**Clock routing**

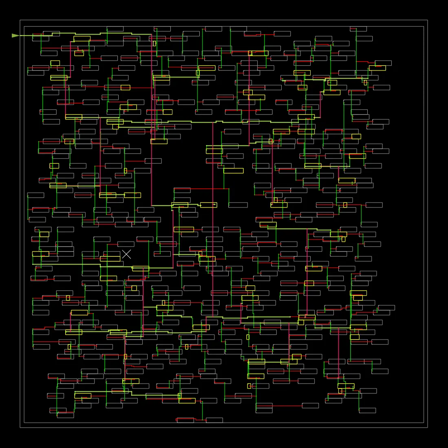
**The metal 2 layer**

Drawn at 1.5 px/micron.
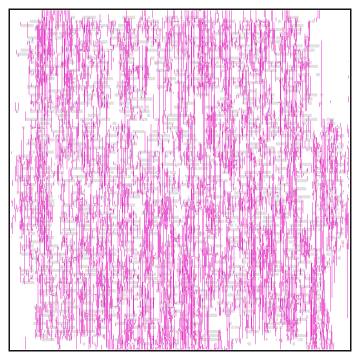
$ cat config.mk
export PLATFORM = sky130hd
export DESIGN_NAME = fetch_queue
export DESIGN_NICKNAME = d
export VERILOG_FILES = /design/src/rtl/fetch_pkg.sv /design/src/rtl/fq_storage.sv /design/src/rtl/fetch_queue.sv
export SDC_FILE = /design/constraint.sdc
export NUM_CORES = 1
export LEC_CHECK = 0
export CELL_PAD_IN_SITES_DETAIL_PLACEMENT = 0
export CELL_PAD_IN_SITES_GLOBAL_PLACEMENT = 1
export CORE_MARGIN = 2
export CORE_UTILIZATION = 46
export DETAILED_ROUTE_END_ITERATION = 7
export DONT_BUFFER_PORTS = 1
export PLACE_DENSITY_LB_ADDON = 0.12
export SLEW_MARGIN = 20
export SYNTH_ARGS = -nofsm -noshare
export SYNTH_HDL_FRONTEND = slang
export SYNTH_HIERARCHICAL = 1
export SYNTH_SLANG_ARGS = --single-unit
$ cat constraint.sdc
create_clock -name clk -period 3.3 [get_ports clk]
set_input_delay 0.99 -clock clk [delete_from_list [all_inputs] [get_ports clk]]
set_output_delay 0.99 -clock clk [all_outputs]
set_load 0.02 [all_outputs]
$ cat src/rtl/fetch_pkg.sv
// Shared types and helpers for the instruction fetch queue.
package fetch_pkg;

  // One queue slot: request metadata captured at issue, instruction captured at fill.
  typedef struct packed {
    logic [31:0] pc;
    logic        pred_taken;
    logic [31:0] pred_pc;
    logic [31:0] instr;
    logic        filled;
  } fq_entry_t;

  // Canonical bubble instruction (addi x0, x0, 0) that decode substitutes when out_valid is low.
  localparam logic [31:0] INSTR_NOP = 32'h0000_0013;

  // Width of a pointer that indexes DEPTH entries; at least one bit.
  function automatic int unsigned ptr_w(input int unsigned depth);
    return (depth > 1) ? $clog2(depth) : 1;
  endfunction

  // Sequential successor of a PC, wrapping at 2^32.
  function automatic logic [31:0] pc_plus4(input logic [31:0] pc);
    return pc + 32'd4;
  endfunction

endpackage

$ cat src/rtl/fq_storage.sv
// DEPTH-entry register array for the fetch queue: one allocate port, one fill port,
// one clear port and a read port at the head. A flush clears every slot.
module fq_storage
  import fetch_pkg::*;
#(
  parameter  int DEPTH = 4,
  localparam int PW    = ptr_w(DEPTH)
) (
  input  logic            clk,
  input  logic            rst,
  input  logic            flush,
  input  logic            alloc_we,
  input  logic [PW-1:0]   alloc_idx,
  input  logic [31:0]     alloc_pc,
  input  logic            alloc_pred_taken,
  input  logic [31:0]     alloc_pred_pc,
  input  logic            fill_we,
  input  logic [PW-1:0]   fill_idx,
  input  logic [31:0]     fill_instr,
  input  logic            clr_we,
  input  logic [PW-1:0]   clr_idx,
  input  logic [PW-1:0]   rd_idx,
  output fq_entry_t       rd_entry
);

  fq_entry_t mem_q [DEPTH];
  fq_entry_t mem_d [DEPTH];

  // Next contents of every slot; the control logic never targets one slot with two ports.
  always_comb begin
    mem_d = mem_q;
    if (flush) begin
      for (int i = 0; i < DEPTH; i++) mem_d[i] = '0;
    end else begin
      if (clr_we) mem_d[clr_idx] = '0;
      if (alloc_we) begin
        mem_d[alloc_idx] = '{pc: alloc_pc, pred_taken: alloc_pred_taken,
                             pred_pc: alloc_pred_pc, instr: '0, filled: 1'b0};
      end
      if (fill_we) begin
        mem_d[fill_idx].instr  = fill_instr;
        mem_d[fill_idx].filled = 1'b1;
      end
    end
  end

  // Slot registers, cleared on reset so every entry starts invalid.
  always_ff @(posedge clk or negedge rst) begin
    if (!rst) begin
      for (int i = 0; i < DEPTH; i++) mem_q[i] <= '0;
    end else begin
      mem_q <= mem_d;
    end
  end

  assign rd_entry = mem_q[rd_idx];

endmodule

$ cat src/rtl/fetch_queue.sv
// Instruction fetch front end: owns the fetch PC, issues in-order imem requests steered by
// the branch predictor, buffers responses with their metadata and hands them to decode.
// A redirect flushes the queue and counts still-outstanding responses so they are discarded.
module fetch_queue
  import fetch_pkg::*;
#(
  parameter int          DEPTH    = 4,
  parameter int          MAX_OUT  = 2,
  parameter logic [31:0] RESET_PC = 32'h0000_0000
) (
  input  logic        clk,
  input  logic        rst,
  output logic        imem_req_valid,
  input  logic        imem_req_ready,
  output logic [31:0] imem_req_addr,
  input  logic        imem_rsp_valid,
  input  logic [31:0] imem_rsp_data,
  input  logic [31:0] pred_pc,
  input  logic        pred_taken,
  output logic [31:0] fetch_pc,
  input  logic        redirect,
  input  logic [31:0] redirect_pc,
  output logic        out_valid,
  input  logic        out_ready,
  output logic [31:0] out_instr,
  output logic [31:0] out_pc,
  output logic [31:0] out_pc_plus4,
  output logic        out_pred_taken,
  output logic [31:0] out_pred_pc
);

  localparam int PW = ptr_w(DEPTH);
  localparam int CW = $clog2(DEPTH + 1);
  localparam int DW = $clog2(MAX_OUT + 1);

  logic [PW-1:0] alloc_q, alloc_d;
  logic [PW-1:0] fill_q, fill_d;
  logic [PW-1:0] head_q, head_d;
  logic [CW-1:0] occ_q, occ_d;
  logic [CW-1:0] inflight_q, inflight_d;
  logic [DW-1:0] drop_cnt_q, drop_cnt_d;
  logic [31:0]   fetch_pc_q, fetch_pc_d;

  fq_entry_t     head_entry;
  logic [31:0]   outstanding;
  logic          issue;
  logic          rsp_fill;
  logic          rsp_drop;
  logic          pop;

  // Every imem request not yet answered, whether it will be kept or dropped.
  assign outstanding = 32'(inflight_q) + 32'(drop_cnt_q);

  // rst gating keeps the request line quiet while the block is held in reset.
  assign imem_req_valid = rst && !redirect && (occ_q < CW'(DEPTH)) &&
                          (outstanding < 32'(MAX_OUT));
  assign imem_req_addr  = fetch_pc_q;
  assign fetch_pc       = fetch_pc_q;

  assign issue    = imem_req_valid && imem_req_ready;
  assign rsp_drop = imem_rsp_valid && (drop_cnt_q != '0);
  // A response with nothing outstanding is a protocol error and is simply ignored.
  assign rsp_fill = imem_rsp_valid && (drop_cnt_q == '0) && (inflight_q != '0);

  assign out_valid = !redirect && (occ_q != '0) && head_entry.filled;
  assign pop       = out_valid && out_ready;

  // Outputs read registered storage only, and read as zero whenever nothing is presented.
  assign out_instr      = out_valid ? head_entry.instr      : '0;
  assign out_pc         = out_valid ? head_entry.pc         : '0;
  assign out_pc_plus4   = out_valid ? pc_plus4(head_entry.pc) : '0;
  assign out_pred_taken = out_valid && head_entry.pred_taken;
  assign out_pred_pc    = out_valid ? head_entry.pred_pc    : '0;

  fq_storage #(.DEPTH(DEPTH)) u_storage (
    .clk              (clk),
    .rst              (rst),
    .flush            (redirect),
    .alloc_we         (issue),
    .alloc_idx        (alloc_q),
    .alloc_pc         (fetch_pc_q),
    .alloc_pred_taken (pred_taken),
    .alloc_pred_pc    (pred_pc),
    .fill_we          (rsp_fill && !redirect),
    .fill_idx         (fill_q),
    .fill_instr       (imem_rsp_data),
    .clr_we           (pop),
    .clr_idx          (head_q),
    .rd_idx           (head_q),
    .rd_entry         (head_entry)
  );

  // Pointer, count and fetch-PC update; a redirect overrides everything else in its cycle.
  always_comb begin
    alloc_d    = alloc_q;
    fill_d     = fill_q;
    head_d     = head_q;
    occ_d      = occ_q;
    inflight_d = inflight_q;
    drop_cnt_d = drop_cnt_q;
    fetch_pc_d = fetch_pc_q;
    if (redirect) begin
      alloc_d    = '0;
      fill_d     = '0;
      head_d     = '0;
      occ_d      = '0;
      inflight_d = '0;
      fetch_pc_d = redirect_pc;
      // A response arriving now retires one outstanding request on its way out.
      drop_cnt_d = DW'(outstanding -
                       ((imem_rsp_valid && (outstanding != 32'd0)) ? 32'd1 : 32'd0));
    end else begin
      if (issue) begin
        alloc_d    = alloc_q + PW'(1);
        fetch_pc_d = pred_pc;
      end
      if (rsp_fill) fill_d = fill_q + PW'(1);
      if (pop)      head_d = head_q + PW'(1);
      if (rsp_drop) drop_cnt_d = drop_cnt_q - DW'(1);
      occ_d      = occ_q + CW'(issue) - CW'(pop);
      inflight_d = inflight_q + CW'(issue) - CW'(rsp_fill);
    end
  end

  // Control registers with asynchronous clear.
  always_ff @(posedge clk or negedge rst) begin
    if (!rst) begin
      alloc_q    <= '0;
      fill_q     <= '0;
      head_q     <= '0;
      occ_q      <= '0;
      inflight_q <= '0;
      drop_cnt_q <= '0;
      fetch_pc_q <= RESET_PC;
    end else begin
      alloc_q    <= alloc_d;
      fill_q     <= fill_d;
      head_q     <= head_d;
      occ_q      <= occ_d;
      inflight_q <= inflight_d;
      drop_cnt_q <= drop_cnt_d;
      fetch_pc_q <= fetch_pc_d;
    end
  end

  // Flag a response that arrives while no request is outstanding.
  always_ff @(posedge clk) begin
    if (rst && imem_rsp_valid) assert (outstanding != 32'd0);
  end

endmodule

==> impl_metrics.py <==
# Generated from Yosys and OpenROAD reports
metrics = {
    "timing": {
        "maxSlewViolCount": 135,
        "fin_tns_setup_ns": -127.88,
        "rsz0062_at_grt": "yes",
        "worst_slack_ns": -0.7304,
        "hold_violations": 0,
        "finalCritPeriodShare_pct": 122.1,
        "fin_skew_ns": 0.02725,
        "slew_headroom_pct": -3.792,
        "setup_viol": 520,
        "min_period_ns": 4.030,
        "max_freq_mhz": 248.1,
    },
    "clock_tree": {
        "htreeDepth": 2,
        "clkSinkCount": 438,
        "clock_path_buffers": 3,
        "post_cts_buffers": 9,
        "clk_latency_ns": 0.60,
        "cts_hold_buf": 0,
        "root_buffer": "clkbuf_16",
    },
    "cells_and_area": {
        "fillers": 4344,
        "num_antenna_cells": 1,
        "final_cells": 2740,
        "num-nonclk-buffers": 137,
        "regMostFlops": "u_storage/mem_q",
        "syn2layout_area_growth_pct": 13.64,
        "largest_cell_class": "sequential cells",
        "seqCellArea_sq_mm": 0.01097,
        "bufAreaShareNonClock_pct": 5.414,
        "logic_area_sq_mm": 0.009886,
        "final.clkbuf_count": 73,
        "sh_comb_area_pct": 38.16,
        "drive_gt1_share_pct": 19.86,
        "seq_share_pct": 42.34,
        "final_cell_area_sq_mm": 0.02590,
    },
    "global_routing": {
        "grt_pass1_wl_mm": 107.2,
        "antenna_found_initial": 2,
        "grt_pass1_vias": 17051,
        "gr-total-overflow": 0,
        "grt_max_degree": 538,
    },
    "floorplan": {
        "io_pins": 298,
        "fp_util_pct": 46.57,
        "die_h_microns": 226.6,
        "coreArea_sq_mm": 0.04895,
        "row_count": 81,
    },
    "setup_path": {
        "critical_path.endpoint_type": "primary output",
        "critical_path_required_ns": 2.31,
        "critPathCapture": "out_pred_pc[12]",
        "crit_start": "redirect",
        "critical_path.max_fanout": 537,
        "arrival_ns": 3.04,
        "start_kind": "input pin",
        "r2r_end": "occ_q[2]",
        "r2r_slack_ns": -0.16,
    },
    "power_and_ir_drop": {
        "pg_clk_mw": 5.56,
        "p_total_mw": 12.78,
        "switchingPower_mw": 3.436,
        "seq_power_share_pct": 47.1,
        "clkPwrFrac_pct": 43.5,
        "power_leakage_nw": 10.23,
        "powerDensity_mw_per_mm2": 493.4,
        "pg_comb_mw": 1.20,
        "p_int_mw": 9.346,
        "pg_seq_mw": 6.02,
        "swShare_pct": 26.88,
        "maxPowerGroup": "registers",
    },
    "routing": {
        "vias": 16847,
        "drc_errors": 2,
        "wirelength_mm": 71.52,
        "dr.pass1.iters": 8,
        "viasPerCell": 6.149,
        "drtIter0Drc": 1592,
        "drt-wirelength-per-cell_microns": 26.10,
    },
    "place": {
        "place_area_sq_mm": 0.02381,
        "place_inst": 2632,
        "dp_hpwl_mm": 41.99,
        "placement.io_buffers": 0,
        "dp_slack_ns": -0.1027,
        "gp_congestion": 0.8483,
    },
    "synthesis": {
        "top_logic_kind": "AND-OR/OR-AND gates",
        "ys_top_cells_by_count": "dfrtp_1 (438), inv_1 (309), o32ai_1 (260)",
        "synth_flops": 438,
        "mux_area_share_pct": 9.819,
        "yosys_area_sq_mm": 0.02280,
        "synth_cell_type_count": 55,
        "synth_top_cell_by_area": "dfrtp_1",
        "synthesis.area_sq_mm": 0.02280,
        "fa_ha_area_share_pct": 0.7575,
        "simple_gate_share_pct": 13.11,
        "avgSynthCellArea_sq_um": 10.90,
        "compound_area_share_pct": 17.05,
    },
    "job": {
        "cap_violations": 0,
    },
    "outcome": {
        "status": "finished with violations",
        "violations": "design-rule violations, max-slew violations, negative setup slack",
    },
}
-- 'clock routing' (at the start) --
TritonCTS Buffers: 48
seq_cells: 438

-- 'the metal 2 layer' (at the start) --
longest straight run = 119 microns
share of all routed wire = 47%
nets with wire on the layer = 1,791

placed cells by master, fill, tap and decap left out, types with 44 or more instances in the layout:
cell       instances
dfrtp_1          436
and2_1            82
nand2b_1         101
clkbuf_16         50
nand3b_1         133
nand2_1           44
inv_1            309
mux4_2            98
o22ai_1          130
buf_4             99
o32ai_1          251
o211ai_1          61
layer usage:
layer,vias up,share of wire (%),GRT usage [%],wire length [microns]
li1,7501,-,-,-
met2,513,47,44.03,33730
met4,2,2.4,7.237,1705
met1,8746,43,38.05,30710
met5,-,0.017,0,12
met3,85,7.5,6.790,5373
critical path: stages:
cell and delay [ns]:
inv_1 0.43, o311ai_4 0.21, clkinv_4 0.12, buf_4 0.16, clkbuf_16 0.20, and2_1 0.27
